Design instr_trace_buffer, sky130hd; sources not shown.
Fig. 1: run 1, where the registers sit
Other sequential cells in the stronger gray, the rest of the logic in the fainter gray.
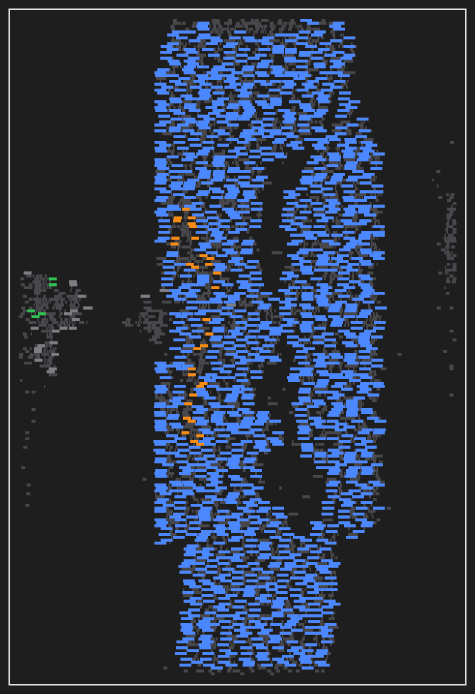
Key: count_o = green [placed flops 5, where left middle]; cycle_reg = orange [placed flops 32, where middle]; u_ram.mem = blue [placed flops 1536]
fin util: 0.291
register area: 47300 µm²

Fig. 2: run 1, metal 1
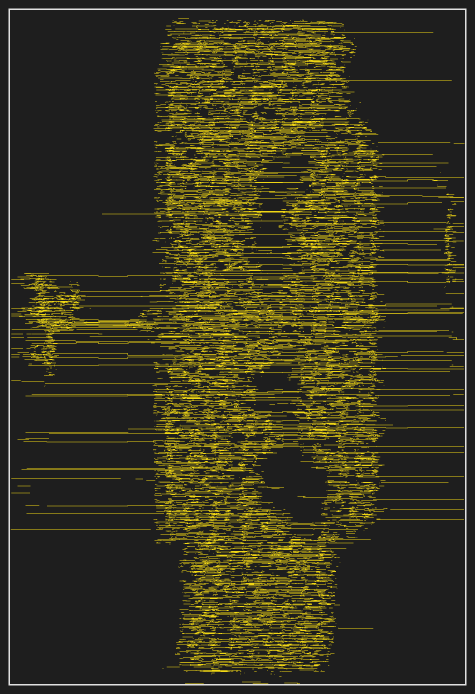
The wires run mostly horizontal. The layer carries 75.8 mm of wire. The longest straight run is 162 µm. The layer holds 41% of the routed length.
final wirelength: 186 mm
total number of vias: 40600
GR Layer Usage met1: 0.163

Fig. 3: run 1, wires at chosen ports, followed through buffers
Bar = 100 µm.
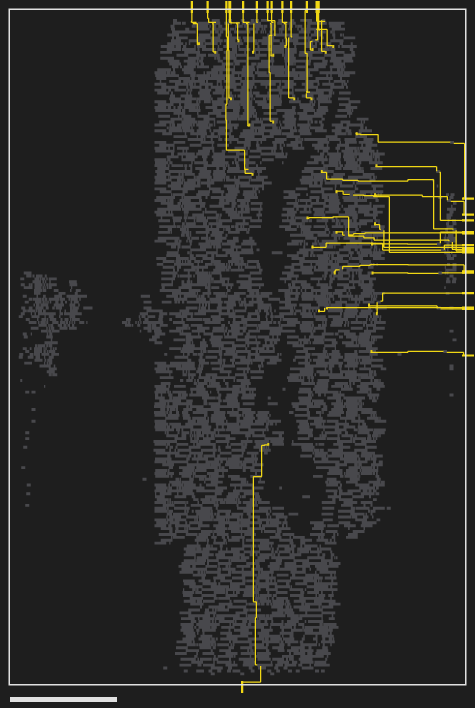
Key: rd_pc_o = yellow [direction output, edge 16 right, 15 top, 1 bottom, end cells 32, wire 3380 µm]
Top-Level Pins: 213
input/output buffers: 212

Fig. 4: run 1, routed clock nets over the placement
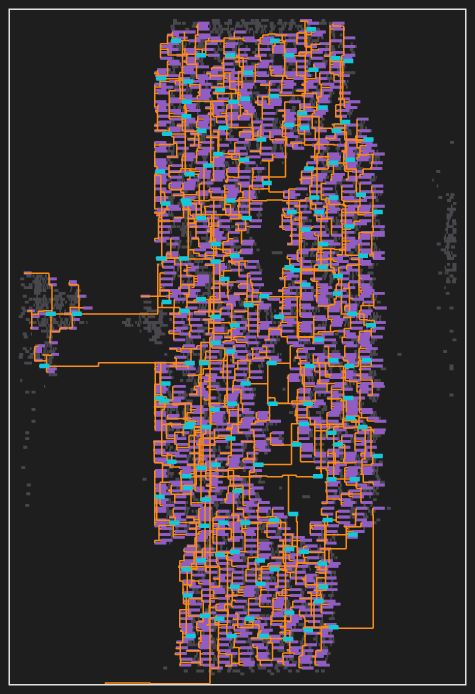
Key: flip-flops = purple [count 1596]; clock wires = orange [length 18700 µm]; cells driving clock nets = cyan [count 153]
There are 154 routed clock nets.
Clock Skew: 44.4 ps
clock-net power: 3.01 mW
clk ins delay skew pair: 790 ps

==> flow_metrics.tcl, run 1 <==
# yosys + openroad results
set metrics [dict create \
    layout.cells.non_filler 8215 \
    p_total_mw 7.53 \
    post_cts_buffers 0 \
    ys_cells 4710 \
    common_cells "1536 x edfxtp_1, 860 x nor2_1, 748 x o21ai_0" \
    log.warning_count 57 \
    yosysTopAreaCell "edfxtp_1" \
    powerComb_mw 0.510 \
    drtIter0Drc 3911 \
    ant_nets 0 \
    simple_gate_share 0.0753 \
    fp_util 0.250 \
    rsz0062_at_grt "false" \
    hpwl_mm 88.8 \
    synth.avg_cell_area_um2 13.4 \
    cts.sinks 1596 \
    vdd_drop_max_mv 0.0594 \
    coreArea_um2 252000 \
    cts_buffer_depth 4 \
    die_y_um 631 \
    chip_area_um2 269000 \
    drv_cap 0 \
    viasPerCell 4.94 \
    die_x_um 426 \
    ys_area_um2 63100 \
    critPathMaxFanout 133 \
    grt-ovfl-total 0 \
    worst_slew_pin_slew_ps 1400 \
    syn_area_um2 63100 \
    finalHoldViolCount 0 \
    syn_inst 4710 \
    yosysUniqueCellTypes 45 \
    finalWorstSetupSlack_ps 10790 \
    final_max_slew_viol_count 0 \
    crit_path_max_incr_delay_ps 860 \
    ff_type "edfxtp_1" \
    top_area_frac 0.731 \
    final-setup-viol-count 0 \
    combPwrFrac 0.068 \
    layout-drive-gt1-share 0.0628 \
    tns_ps 0 \
    finalCritPeriodShare 0.411 \
    top_cell "edfxtp_1" \
    syn_nets 4838 \
    wl_per_cell_um 22.6 \
    worstHoldPathCells 2 \
    ys_top_cells_by_area "edfxtp_1 73%, o21ai_0 5.9%, nor2_1 5.1%, o221ai_1 3.7%, dfxtp_1 1.9%" \
    intPower_mw 5.82 \
    placed_cells 7941 \
    required_ps 16470 \
    largest_reg_flops 1536 \
    async_flop_share 0 \
    nets 4921 \
    p_sw_frac 0.227 \
    period_minus_slack_ps 7510 \
    place_congestion 0.740 \
    maxPowerGroup "registers" \
    grt_max_degree 255 \
    holdWs_ps 494 \
    drtPass1Iterations 6 \
    area_growth_pct 16.3 \
    cts_resized 0 \
    path_delay_family "buffers and inverters" \
    worstSetupStartpointType "flop" \
    power_density_nw_per_um2 103 \
    arrival_ps 5680 \
    htreeDepth 4 \
    edf_count 1536 \
    hp-class "flop to flop" \
    antenna_found_initial 18 \
    fp-row-count 226 \
    adder_share 0.00409 \
    path_clk_slew_ps 60 \
    pwr-share-seq 0.532 \
    yosys.area_share.aoi 0.138 \
    crit_type "flop to output port" \
    ys_sh_mux 0.000178 \
    reg2regPathDepth 7 \
    grt_pass1_vias 40700 \
    numSynthFlops 1596 \
    grt.total_usage 0.131 \
    cp_slowest_cell "buf_4" \
    mostFrequentLayoutCell "edfxtp_1" \
    cts_tree "done" \
    dpl_cell_area_um2 68700 \
    worst_setup_path_end_kind "output port" \
    ys_top_logic_family "AND-OR/OR-AND gates" \
    r2r_setup_slack_ps 14100 \
    cp_common_cell "buf_4" \
    powerSeq_mw 4.01 \
    synth.yosys.seq_area_share 0.750 \
    relSlewSlack 0.0684 \
    n_fill_cell 25000 \
    grt_first_pass_wirelength_mm 268 \
    p_leak_nw 22.6 \
    status "completed" \
    xor_share 0.00305 \
    dpl_worst_slack_ps 11590 \
    lay_top_cells "1536 x edfxtp_1, 852 x nor2_1, 748 x o21ai_0" \
    fmax_ghz 0.133 \
    cp_num_buf_inv 4 \
    p_switching_mw 1.71 \
    drcViolationCount 0 \
    holdBufCountCts 0 \
    final_area_um2 73400 \
    path_cells "inv_8, buf_4, buf_4, o21ai_0, o221ai_1, o211ai_1, a21oi_1, clkdlybuf4s50_1" \
    clkPwrFrac 0.400 \
    cts_buffers 153 \
    crit_cells 8 \
    yosysWarnings 0 \
    root_buffer "clkbuf_16" \
]
## run 1: final cells by class
type	count	area [µm²]	share of cell area
antenna	8	20.0	0.000273
clock buffer	187	4030	0.0549
clock inverter	76	588	0.00801
inverter	127	502	0.00684
multi-input combinational	2651	14000	0.191
sequential	1596	47300	0.645
tap	3306	4140	0.0564
timing repair buffer	264	2760	0.0375
## run 1: per-layer routing
| metal | vias up | GRT usage | part of all wire | wire, µm |
|---|---|---|---|---|
| met5 | - | 0 | 0.00022 | 40 |
| met4 | 6 | 0.0439 | 0.032 | 5930 |
| met3 | 339 | 0.0213 | 0.063 | 11800 |
| met2 | 1440 | 0.231 | 0.50 | 92400 |
| met1 | 20800 | 0.163 | 0.41 | 75800 |
| li1 | 18000 | - | - | - |
Fig. 5: run 1, congestion heat map
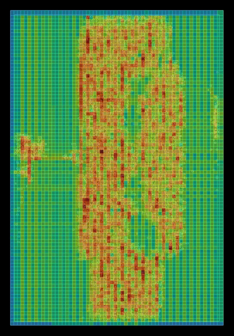

--- run 2 (diff from run 1) ---
==> constraint.sdc (replaced) <==
create_clock -name clk -period 6.3 [get_ports clk]
set_input_delay 0.63 -clock clk [delete_from_list [all_inputs] [get_ports clk]]
set_output_delay 0.63 -clock clk [all_outputs]
set_load 0.01 [all_outputs]
Fig. 6: run 2, congestion heat map
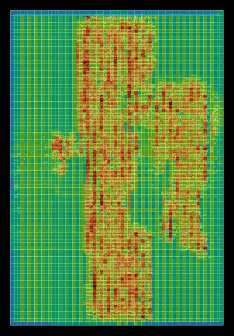
WL/cell: 22.7 µm
GR Util All Layers: 0.132

==> run 2 against run 1 <==
Net effect:
- total power grew to 2.9 times the previous value
- sequential share of layout area shrank 0.33 points
- core utilization grew 0.15 points
- synthesized area is the same
- first-iteration DRC count shrank 2.8%
- register-to-register slack lost 12000 ps
- largest power group unchanged
- highest routed layer unchanged
==> flow_metrics.tcl, run 2 <==
# yosys + openroad results
set metrics [dict create \
    status "completed" \
    required_ps 5670 \
    fmax_ghz 0.186 \
    vdd_drop_max_mv 0.187 \
    path_clk_slew_ps 60 \
    yosys.area_share.aoi 0.138 \
    rsz0062_at_grt "false" \
    final_util 0.293 \
    p_total_mw 22.1 \
    area_growth_pct 16.9 \
    port_buffers 212 \
    n_fill_cell 24900 \
    ant_nets 0 \
    ys_area_um2 63100 \
    r2r_setup_slack_ps 2010 \
    post_cts_buffers 0 \
    finalWorstSetupSlack_ps 933 \
    dpl_cell_area_um2 69000 \
    ff_type "edfxtp_1" \
    grt-ovfl-total 0 \
    path_cells "buf_12, buf_4, o21ai_0, o221ai_1, nand3_1, a21oi_1, clkdlybuf4s50_1" \
    top_cell "edfxtp_1" \
    crit_path_max_incr_delay_ps 890 \
    worst_slew_pin_slew_ps 1180 \
    ys_top_logic_family "AND-OR/OR-AND gates" \
    ys_top_cells_by_area "edfxtp_1 73%, o21ai_0 5.9%, nor2_1 5.1%, o221ai_1 3.7%, dfxtp_1 1.9%" \
    common_cells "1536 x edfxtp_1, 860 x nor2_1, 748 x o21ai_0" \
    intPower_mw 17.1 \
    final_max_slew_viol_count 0 \
    finalHoldViolCount 0 \
    syn_nets 4838 \
    coreArea_um2 252000 \
    drtPass1Iterations 8 \
    vias 40700 \
    largest_reg_flops 1536 \
    powerSeq_mw 11.6 \
    ys_cells 4710 \
    cp_num_buf_inv 3 \
    relSlewSlack 0.212 \
    worstSetupStartpointType "flop" \
    maxPowerGroup "registers" \
    edf_count 1536 \
    antenna_found_initial 20 \
    xor_share 0.00305 \
    log.warning_count 68 \
    root_buffer "clkbuf_16" \
    period_minus_slack_ps 5370 \
    layout.cells.non_filler 8235 \
    power_density_nw_per_um2 299 \
    top_area_frac 0.731 \
    grt_max_degree 217 \
    yosysUniqueCellTypes 45 \
    grt_pass1_vias 40800 \
    fp-row-count 226 \
    adder_share 0.00409 \
    viasPerCell 4.94 \
    worstHoldPathCells 2 \
    lay_top_cells "1536 x edfxtp_1, 852 x nor2_1, 748 x o21ai_0" \
    critPathMaxFanout 216 \
    clkPwrFrac 0.405 \
    crit_cells 7 \
    cts.sinks 1596 \
    dpl_worst_slack_ps 1650 \
    holdWs_ps 488 \
    fp_util 0.250 \
    crit_type "flop to output port" \
    io_pins 213 \
    arrival_ps 4740 \
    wl_mm 187 \
    holdBufCountCts 0 \
    grt_first_pass_wirelength_mm 270 \
    path_delay_family "buffers and inverters" \
    htreeDepth 4 \
    nets 4933 \
    powerComb_mw 1.48 \
    drtIter0Drc 3802 \
    simple_gate_share 0.0753 \
    layout-drive-gt1-share 0.0667 \
    combPwrFrac 0.067 \
    pwr-share-seq 0.528 \
    ys_sh_mux 0.000178 \
    tns_ps 0 \
    synth.yosys.seq_area_share 0.750 \
    finalCritPeriodShare 0.852 \
    reg2regPathDepth 20 \
    yosysTopAreaCell "edfxtp_1" \
    pg_clk_mw 8.93 \
    drv_cap 0 \
    place_congestion 0.766 \
    syn_area_um2 63100 \
    cp_slowest_cell "dfxtp_4" \
    drcViolationCount 0 \
    cts_buffer_depth 4 \
    die_y_um 631 \
    p_sw_frac 0.226 \
    synth.avg_cell_area_um2 13.4 \
    cts_resized 0 \
    worst_setup_path_end_kind "output port" \
    async_flop_share 0 \
    cts_tree "done" \
    die_x_um 426 \
    final_area_um2 73800 \
    numSynthFlops 1596 \
    mostFrequentLayoutCell "edfxtp_1" \
    chip_area_um2 269000 \
    p_leak_nw 22.6 \
    clk_latency_ps 780 \
    skew_ps 60.8 \
    hp-class "flop to flop" \
    p_switching_mw 4.99 \
    placed_cells 7955 \
    cts_buffers 154 \
    syn_inst 4710 \
    yosysWarnings 0 \
    hpwl_mm 91.4 \
    final-setup-viol-count 0 \
]
Fig. 7: run 2, wires at chosen ports, followed through buffers
Bar = 100 µm.
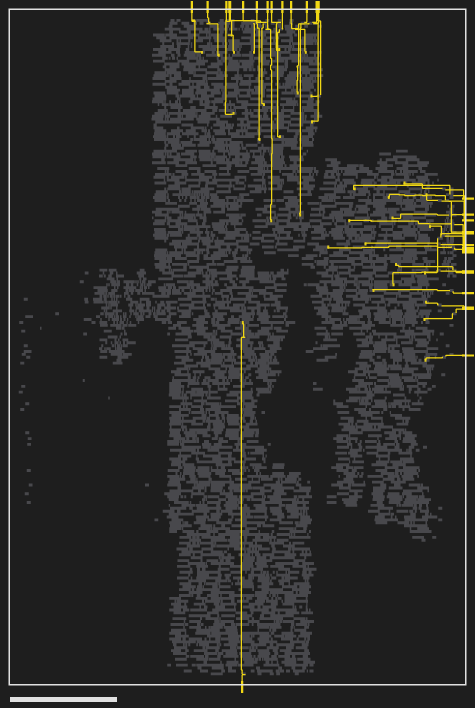
Key: rd_pc_o = yellow [direction output, edge 16 right, 15 top, 1 bottom, end cells 32, wire 3120 µm]

[run 2: cell counts after synthesis]
No cell type changed its count.
[run 2: metal layers]
| metal | routed length (µm) | track usage | vias to the layer above |
|---|---|---|---|
| li1 | - | - | 18000 |
| met1 | 74900 | 0.164 | 20700 |
| met2 | 91900 | 0.228 | 1518 |
| met3 | 11700 | 0.0190 | 371 |
| met4 | 8040 | 0.0580 | 14 |
| met5 | 82 | 0 | - |
[run 2: final cells by class]
type	count	area [µm²]	area share
antenna	15	37.5	0.000509
inverter	127	502	0.00680
timing repair buffer	275	2990	0.0405
multi-input combinational	2651	14000	0.190
tap	3306	4140	0.0561
clock buffer	186	4050	0.0549
clock inverter	79	693	0.00940
sequential	1596	47300	0.642
Power figures rest on the tool's default switching activity, not on a simulated workload.
